===== src/rtl/hilo_multiplier.sv =====
// Sequential 32-iteration shift-add multiplier with HI/LO result registers; DONE 32 edges after MUL load, commit on HILO_OPEN.
// No backpressure: any non-MUL funct aborts RUN, so the control unit must hold MUL. Define HILO_SIGNED_MUL_EN for signed operands.
module hilo_multiplier #(
  parameter int          WIDTH      = 32,
  parameter logic [5:0]  FUNCT_MUL  = 6'b011001,
  parameter logic [5:0]  FUNCT_MFHI = 6'b010000,
  parameter logic [5:0]  FUNCT_MFLO = 6'b010010,
  parameter logic [5:0]  HILO_OPEN  = 6'b111111
) (
  input  logic             clk,
  input  logic             reset,
  input  logic [5:0]       Signal,
  input  logic [WIDTH-1:0] dataA,
  input  logic [WIDTH-1:0] dataB,
  output logic [WIDTH-1:0] dataOut,
  output logic             busy,
  output logic             done
);

  localparam int CW = $clog2(WIDTH);

  typedef enum logic [1:0] {S_IDLE, S_RUN, S_DONE} state_t;

  state_t             state_q;
  logic [WIDTH-1:0]   mcand_q, mplier_q, prod_hi_q;
  logic [WIDTH-1:0]   hi_q, lo_q;
  logic [CW-1:0]      cnt_q;
  logic               busy_q, done_q;

  logic [WIDTH:0]     sum_d;
  logic [2*WIDTH-1:0] prod_d, result_d;
  logic [WIDTH-1:0]   opa_d, opb_d;

  // Carry out of the add is kept so it shifts into prod_hi's top bit.
  assign sum_d  = mplier_q[0] ? ({1'b0, prod_hi_q} + {1'b0, mcand_q}) : {1'b0, prod_hi_q};
  assign prod_d = {prod_hi_q, mplier_q};

`ifdef HILO_SIGNED_MUL_EN
  logic neg_q, neg_d;
  assign neg_d    = dataA[WIDTH-1] ^ dataB[WIDTH-1];
  assign opa_d    = dataA[WIDTH-1] ? -dataA : dataA;
  assign opb_d    = dataB[WIDTH-1] ? -dataB : dataB;
  assign result_d = neg_q ? -prod_d : prod_d;
`else
  assign opa_d    = dataA;
  assign opb_d    = dataB;
  assign result_d = prod_d;
`endif

  always_ff @(posedge clk or posedge reset) begin
    if (reset) begin
      state_q   <= S_IDLE;
      mcand_q   <= '0;
      mplier_q  <= '0;
      prod_hi_q <= '0;
      cnt_q     <= '0;
      hi_q      <= '0;
      lo_q      <= '0;
      busy_q    <= 1'b0;
      done_q    <= 1'b0;
`ifdef HILO_SIGNED_MUL_EN
      neg_q     <= 1'b0;
`endif
    end else begin
      case (state_q)
        S_IDLE: begin
          if (Signal == FUNCT_MUL) begin
            mcand_q   <= opa_d;
            mplier_q  <= opb_d;
            prod_hi_q <= '0;
            cnt_q     <= '0;
`ifdef HILO_SIGNED_MUL_EN
            neg_q     <= neg_d;
`endif
            state_q   <= S_RUN;
            busy_q    <= 1'b1;
          end
        end
        S_RUN: begin
          if (Signal == FUNCT_MUL) begin
            prod_hi_q <= sum_d[WIDTH:1];
            mplier_q  <= {sum_d[0], mplier_q[WIDTH-1:1]};
            cnt_q     <= cnt_q + CW'(1);
            if (cnt_q == CW'(WIDTH-1)) begin
              state_q <= S_DONE;
              busy_q  <= 1'b0;
              done_q  <= 1'b1;
            end
          end else begin
            // Abandoned multiply: HI/LO untouched.
            state_q <= S_IDLE;
            busy_q  <= 1'b0;
          end
        end
        S_DONE: begin
          if (Signal == HILO_OPEN) begin
            hi_q    <= result_d[2*WIDTH-1:WIDTH];
            lo_q    <= result_d[WIDTH-1:0];
            state_q <= S_IDLE;
            done_q  <= 1'b0;
          end else if (Signal != FUNCT_MUL) begin
            state_q <= S_IDLE;
            done_q  <= 1'b0;
          end
        end
        default: begin
          state_q <= S_IDLE;
          busy_q  <= 1'b0;
          done_q  <= 1'b0;
        end
      endcase
    end
  end

  always_comb begin
    dataOut = '0;
    if (Signal == FUNCT_MFHI)      dataOut = hi_q;
    else if (Signal == FUNCT_MFLO) dataOut = lo_q;
  end

  assign busy = busy_q;
  assign done = done_q;

endmodule

===== config.mk =====
export PLATFORM = sky130hd
export DESIGN_NAME = hilo_multiplier
export DESIGN_NICKNAME = d
export VERILOG_FILES = /design/src/rtl/hilo_multiplier.sv
export SDC_FILE = /design/constraint.sdc
export NUM_CORES = 1
export LEC_CHECK = 0
export CAP_MARGIN = 40
export CORE_AREA = 3 3 148 165
export CTS_CLUSTER_SIZE = 14
export DETAILED_ROUTE_END_ITERATION = 12
export DIE_AREA = 0 0 151 168
export GPL_ROUTABILITY_DRIVEN = 1
export PLACE_DENSITY = 0.62
export SYNTH_ARGS = -nofsm -noshare
export SYNTH_HDL_FRONTEND = slang
export SYNTH_SLANG_ARGS = --single-unit

===== constraint.sdc =====
create_clock -name clk -period 12.5 [get_ports clk]
set_clock_uncertainty 0.15 [all_clocks]
set_input_delay 3.75 -clock clk [delete_from_list [all_inputs] [get_ports clk]]
set_output_delay 3.75 -clock clk [all_outputs]
set_load 0.05 [all_outputs]

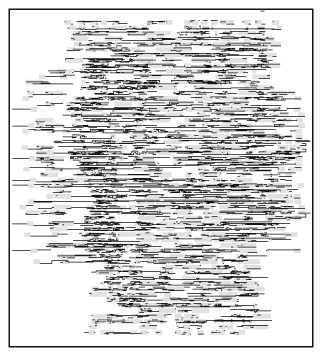
(run_1/m1.png)
Drawn at 2 px/µm. Cells faint in the background.
nets with wire on the layer: 973
wire length on this layer: 10,700 µm
main direction: horizontal
share of all routed wire: 49%
longest straight run: 56.6 µm
total number of vias: 6,820
grt met1 use: 26.67%
DRT Wirelength: 21,870 µm

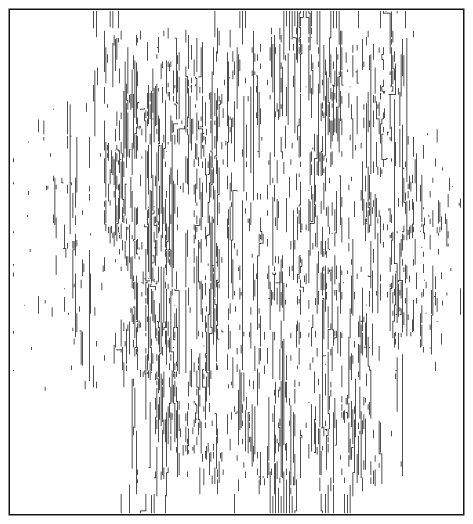
(run_1/m2.png)
Drawn at 3 px/µm.
wire length on this layer: 9,900 µm
nets with wire on the layer: 884
main direction: vertical
longest straight run: 56.4 µm
share of all routed wire: 45%
met2 Use GR: 26.85%

==> flow_metrics.py, run 1 <==
# Synthesis and PnR figures
metrics = {
    "run": {
        "maxCapViolCount": 0,
        "warnings": 26,
    },
    "layout": {
        "seq_share_pct": 38.40,
        "layout.area.comb_um2": 4594,
        "drive_gt1_share_pct": 16.50,
        "num_antenna_cells": 0,
        "flops": 169,
        "buf_share_pct": 10.56,
        "regArea_um2": 4229,
        "n_clock_buffer": 18,
    },
    "synthesis": {
        "yosys-mux-area-fraction_pct": 16.50,
        "ys_sh_xor_pct": 2.695,
        "syn-num-nets": 986,
        "yosysSeqAreaShare_pct": 46.47,
        "yosys_cells": 879,
        "yosysUniqueCellTypes": 59,
        "ys_async_sr_fraction_pct": 100.0,
    },
    "run_status": {
        "status": "complete, no violations",
    },
    "sta": {
        "period_minus_slack_ns": 10.31,
        "finalHoldViolations": 0,
        "finalMaxSlewViolations": 0,
        "finalSetupTns_ns": 0,
    },
    "clock_tree": {
        "holdBufCountCts": 0,
        "post_cts_resized": 0,
        "cts_tree": "yes",
        "cts_setup_buffers": 0,
        "cts.sinks": 169,
        "cts_made_buffers": 17,
    },
    "global_routing": {
        "grt_pass1_vias": 6886,
        "grt_use_total_pct": 17.91,
        "grt_pass1_wl_um": 36490,
        "antenna_found_initial": 0,
    },
    "worst_setup_path": {
        "crit_path_max_incr_delay_ns": 0.81,
        "worstRegToRegCells": 10,
        "cp.depth": 6,
        "cp_common_cell": "clkdlybuf4s50_1",
    },
    "route": {
        "wl_per_cell_um": 17.14,
        "drcViolationCount": 0,
        "dr.pass1.iters": 5,
    },
    "die": {
        "core-area_um2": 22790,
        "well_tap_count": 300,
    },
    "placed_design": {
        "dp_hpwl_um": 15890,
        "io_buffers": 105,
    },
    "pwr": {
        "power.density_nw_per_um2": 124.5,
        "peakVddDrop_v": 0.00008680,
    },
    "min_path": {
        "min_path_cells": 1,
    },
}
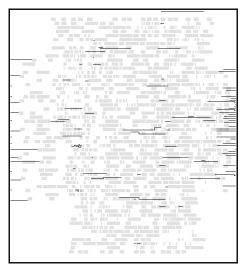
(run_1/m3.png)
Drawn at 1.5 px/µm. Cells faint in the background.
wire length on this layer: 782 µm
longest straight run: 28.3 µm
main direction: horizontal
share of all routed wire: 3.6%

-- run 1: sequential cells by signal, summed over array words and instances (netlist names) --
register   flops
mcand_q       32
cnt_q          5
hi_q          32
busy           1
prod_hi_q     32
mplier_q      32
state_q        2
done           1
lo_q          32
-- run 1: final timing paths --
| check | startpoint | to | slack, ns |
|---|---|---|---|
| worst max-delay path | Signal[4] | dataOut[0] | 2.19 |
| worst min-delay path | hi_q[28]$_DFFE_PP0P_ | hi_q[28]$_DFFE_PP0P_ | 0.35 |
| worst max register to register | prod_hi_q[0]$_DFFE_PP0P_ | prod_hi_q[29]$_DFFE_PP0P_ | 9.35 |
| worst min register to register | hi_q[28]$_DFFE_PP0P_ | hi_q[28]$_DFFE_PP0P_ | 0.35 |
| max in group asynchronous | reset | lo_q[17]$_DFFE_PP0P_ | 6.75 |
| min in group asynchronous | reset | mplier_q[24]$_DFFE_PP0P_ | 3.59 |
-- run 1: layer usage --
metal  vias up  track usage, %  part of all wire (%)
li1       3345               -                     -
met1      3314           26.67                    49
met2       131           26.85                    45
met3        30           2.665                   3.6
met4         0           5.718                   2.1
met5         -               0                     0
-- run 1: through the flow --
stage	power [mW]	utilization, %	cells	hold WS (ns)	area, µm²
2_1_floorplan	0.7665	-	879	0.3133	9100
3_3_place_gp	0.8233	45.44	1242	0.3382	10350
3_5_place_dp	0.8283	45.63	1244	0.3458	10400
4_1_cts	1.387	48.34	1276	0.3607	11010
5_1_grt	1.432	48.34	1276	0.3753	11010
6_report	1.372	48.34	1276	0.3548	11010
-- run 1: where the power goes --
group | switching [mW] | internal, mW | leakage (nW)
registers | 0.0349 | 0.593 | 2.26
logic | 0.0989 | 0.0895 | 2.46
clock network | 0.235 | 0.320 | 0.292
-- run 1: synth_stat cells (2+ instances only) --
cell type,number
nor2_1,90
nor3_1,4
a22o_1,5
o21bai_1,8
or3_1,3
inv_1,8
ha_1,34
dfrtp_1,169
a31o_2,2
o211ai_1,2
buf_2,12
mux2_2,96
clkbuf_1,26
nand3_1,5
nand2b_1,4
clkbuf_8,3
xor2_1,13
xnor2_1,15
nand2_1,110
o21ai_1,2
a21oi_2,2
o2111ai_1,2
a21o_1,17
mux2i_1,42
nor3_2,2
a221oi_1,2
o41ai_2,2
a21o_2,3
a211oi_1,9
nand3b_1,2
nor2b_1,2
nor4_1,2
a22oi_1,19
buf_6,2
o21a_1,3
a31oi_1,36
a21boi_0,3
buf_1,5
a21oi_1,34
nand4_1,9
buf_4,3
o21ai_0,49
and3_2,2
-- run 1: layout by cell type, fill, tap and decap left out, drive strengths merged, types with 3 or more instances in the layout --
cell           instances
clkinvlp               3
buf                   13
o21ai                 51
and3                   3
nand2b                 4
clkinv                 3
mux2i                 42
inv                   13
nand3                  5
or3                    3
nor3                   6
o21bai                 8
a211oi                 9
bufinv                 3
ha                    34
clkbuf                18
o21a                   3
a21oi                 36
a21o                  20
mux2                  96
nand2                110
a22oi                 19
a21boi                 4
nor2                  91
xor2                  13
o31ai                  3
a31oi                 36
a22o                   5
nand4                  9
clkdlybuf4s50        104
dfrtp                169
xnor2                 15
==> run_1/m4.png <==
Drawn at 1.5 px/µm. Cells faint in the background.
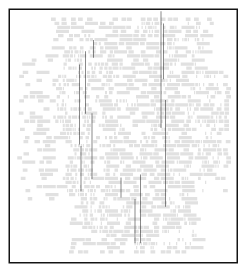

## Run 2: what changed since run 1
--- a/config.mk
+++ b/config.mk
@@ -11,7 +11,7 @@
 export DETAILED_ROUTE_END_ITERATION = 12
 export DIE_AREA = 0 0 151 168
 export GPL_ROUTABILITY_DRIVEN = 1
-export PLACE_DENSITY = 0.62
+export PLACE_DENSITY = 0.64
 export SYNTH_ARGS = -nofsm -noshare
 export SYNTH_HDL_FRONTEND = slang
 export SYNTH_SLANG_ARGS = --single-unit
==> constraint.sdc (replaced) <==
create_clock -name clk -period 8.8 [get_ports clk]
set_clock_uncertainty 0.15 [all_clocks]
set_input_delay 2.64 -clock clk [delete_from_list [all_inputs] [get_ports clk]]
set_output_delay 2.64 -clock clk [all_outputs]
set_load 0.05 [all_outputs]
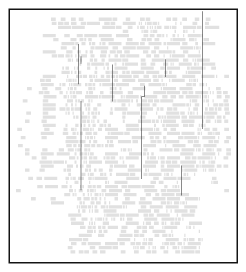
(run_2/m4.png)
Drawn at 1.5 px/µm. Cells faint in the background.
wire length on this layer: 288 µm
nets with wire on the layer: 5
main direction: vertical
share of all routed wire: 1.3%
DRT Wirelength: 21,770 µm
total number of vias: 6,878

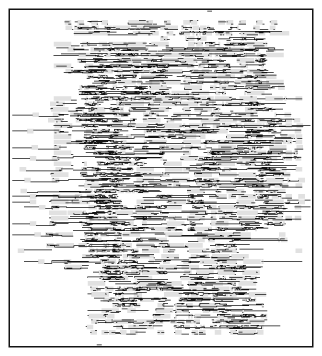
(run_2/m1.png)
Drawn at 2 px/µm. Cells faint in the background.
nets with wire on the layer: 971
wire length on this layer: 10,500 µm
share of all routed wire: 48%
grt met1 use: 25.29%

==> flow_metrics.py, run 2 <==
# Synthesis and PnR figures
metrics = {
    "synthesis": {
        "syn_area_per_cell_um2": 10.35,
        "most_common_cell": "dfrtp_1",
        "yosysSeqAreaShare_pct": 46.47,
        "common_cells": "dfrtp_1 (169), nand2_1 (110), mux2_2 (96)",
        "yosysUniqueCellTypes": 59,
        "synthCells": 879,
        "ys_async_sr_fraction_pct": 100.0,
        "top_area_share_pct": 46.47,
        "ff_type": "dfrtp_1",
        "syn-num-nets": 986,
        "yosys_cells": 879,
        "ys_ff": 169,
    },
    "route": {
        "drcViolationCount": 0,
        "viasPerCell": 5.386,
        "dr.pass1.iters": 5,
        "wl_per_cell_um": 17.05,
        "drt_iter0_drc": 441,
        "drtAntennaViolNets": 0,
    },
    "die": {
        "die_x_um": 151,
        "die_h_um": 168,
        "num_rows": 58,
        "core-area_um2": 22790,
    },
    "pwr": {
        "power.density_nw_per_um2": 173.6,
        "peakVddDrop_v": 0.0001044,
        "p_leak_nw": 5.008,
    },
    "sta": {
        "finalSetupTns_ns": 0,
        "period_minus_slack_ns": 7.857,
        "finalHoldViolations": 0,
        "finalMaxSlewViolations": 0,
    },
    "clock_tree": {
        "cts_made_buffers": 17,
        "cts.sinks": 169,
        "cts_tree": "yes",
        "cts_root_buf": "clkbuf_16",
        "cts_setup_buffers": 0,
        "holdBufCountCts": 0,
        "post_cts_resized": 0,
        "clockBufferDepth": 2,
    },
    "layout": {
        "final_nets": 1071,
        "num_antenna_cells": 0,
        "lay_top_cells": "dfrtp_1 (169), nand2_1 (110), clkdlybuf4s50_1 (104), mux2_2 (96), nor2_1 (89)",
        "lay_top_count": "dfrtp_1",
        "stdcell_count": 1277,
        "drive_gt1_share_pct": 16.68,
    },
    "worst_setup_path": {
        "path_cells": "clkdlybuf4s50_1, or3b_1, or3_1, buf_4, nor2_1, clkdlybuf4s50_1",
        "cp_common_cell": "clkdlybuf4s50_1",
        "critPathArrivalTime_ns": 5.07,
        "crit_path_max_incr_delay_ns": 0.82,
        "worstSetupPathType": "input port to primary output",
        "cp_slowest_cell": "clkdlybuf4s50_1",
    },
    "placed_design": {
        "dp_hpwl_um": 16030,
        "io_buffers": 105,
        "placed_cells": 1245,
    },
    "global_routing": {
        "antenna_found_initial": 0,
        "gr-total-overflow": 0,
        "grt_pass1_wl_um": 36320,
        "grt_use_total_pct": 17.80,
        "grt_pass1_vias": 6882,
    },
    "run": {
        "maxCapViolCount": 0,
        "warnings": 26,
    },
    "run_status": {
        "status": "complete, no violations",
    },
}
[run 2: cell counts after synthesis]
No cell type changed its count.
[run 2: cell type report]
type / instances / area (µm²) / area share (%)
multi-input combinational: 650 / 4594 / 41.75
sequential: 169 / 4229 / 38.43
timing repair buffer: 118 / 1184 / 10.75
clock buffer: 17 / 425.4 / 3.865
tap: 300 / 375.4 / 3.411
clock inverter: 15 / 162.7 / 1.478
inverter: 8 / 35.03 / 0.3183
[run 2: logic make-up (layout without fill, tap and decap cells)]
group	Yosys count	in the layout	share of synthesized area [%]
compound gates	208	208	15.04
xor+xnor	28	28	2.695
fa+ha+maj	35	35	4.895
buf+inv	60	158	3.272
flops	169	169	46.47
mux	138	138	16.50
simple gates	241	241	11.12
[run 2: routing by layer]
metal | GRT usage [%] | vias to the layer above | part of all wire (%)
met3 | 3.338 | 24 | 4.3
li1 | - | 3331 | -
met2 | 28.11 | 150 | 46
met4 | 4.614 | 0 | 1.3
met1 | 25.29 | 3373 | 48
met5 | 0 | - | 0
[run 2: stage by stage]
step	cell area, µm²	worst slack [ns]	hold slack, ns	total power, mW	util (%)
3_3_place_gp	10350	1.008	0.3389	1.169	45.44
4_1_cts	11010	0.9464	0.3601	1.929	48.30
3_5_place_dp	10420	0.9543	0.3453	1.176	45.72
5_1_grt	11010	0.8428	0.3658	2.007	48.30
2_1_floorplan	9100	1.435	0.3133	1.089	-
6_report	11010	0.9427	0.3551	1.910	48.30
[run 2: path summary, 6_finish.rpt]
kind                                           from                   endpoint  slack, ns  depth (start not counted)
hold reg to reg                 hi_q[3]$_DFFE_PP0P_        hi_q[3]$_DFFE_PP0P_       0.36                          1
setup reg to reg           prod_hi_q[0]$_DFFE_PP0P_  prod_hi_q[29]$_DFFE_PP0P_       5.62                         10
setup / recovery                          Signal[4]                dataOut[21]       0.94                          6
hold / removal                  hi_q[3]$_DFFE_PP0P_        hi_q[3]$_DFFE_PP0P_       0.36                          1
max in group asynchronous                     reset        lo_q[6]$_DFFE_PP0P_       4.60                          4
min in group asynchronous                     reset   mplier_q[25]$_DFFE_PP0P_       2.44                          2
[run 2: power by group]
| part | internal [mW] | total [mW] | switching (mW) |
|---|---|---|---|
| sequential | 0.842 | 0.891 | 0.0490 |
| clock | 0.423 | 0.749 | 0.327 |
| combinational | 0.128 | 0.270 | 0.142 |
| total | 1.39 | 1.91 | 0.517 |
Power and IR drop assume default switching activity.
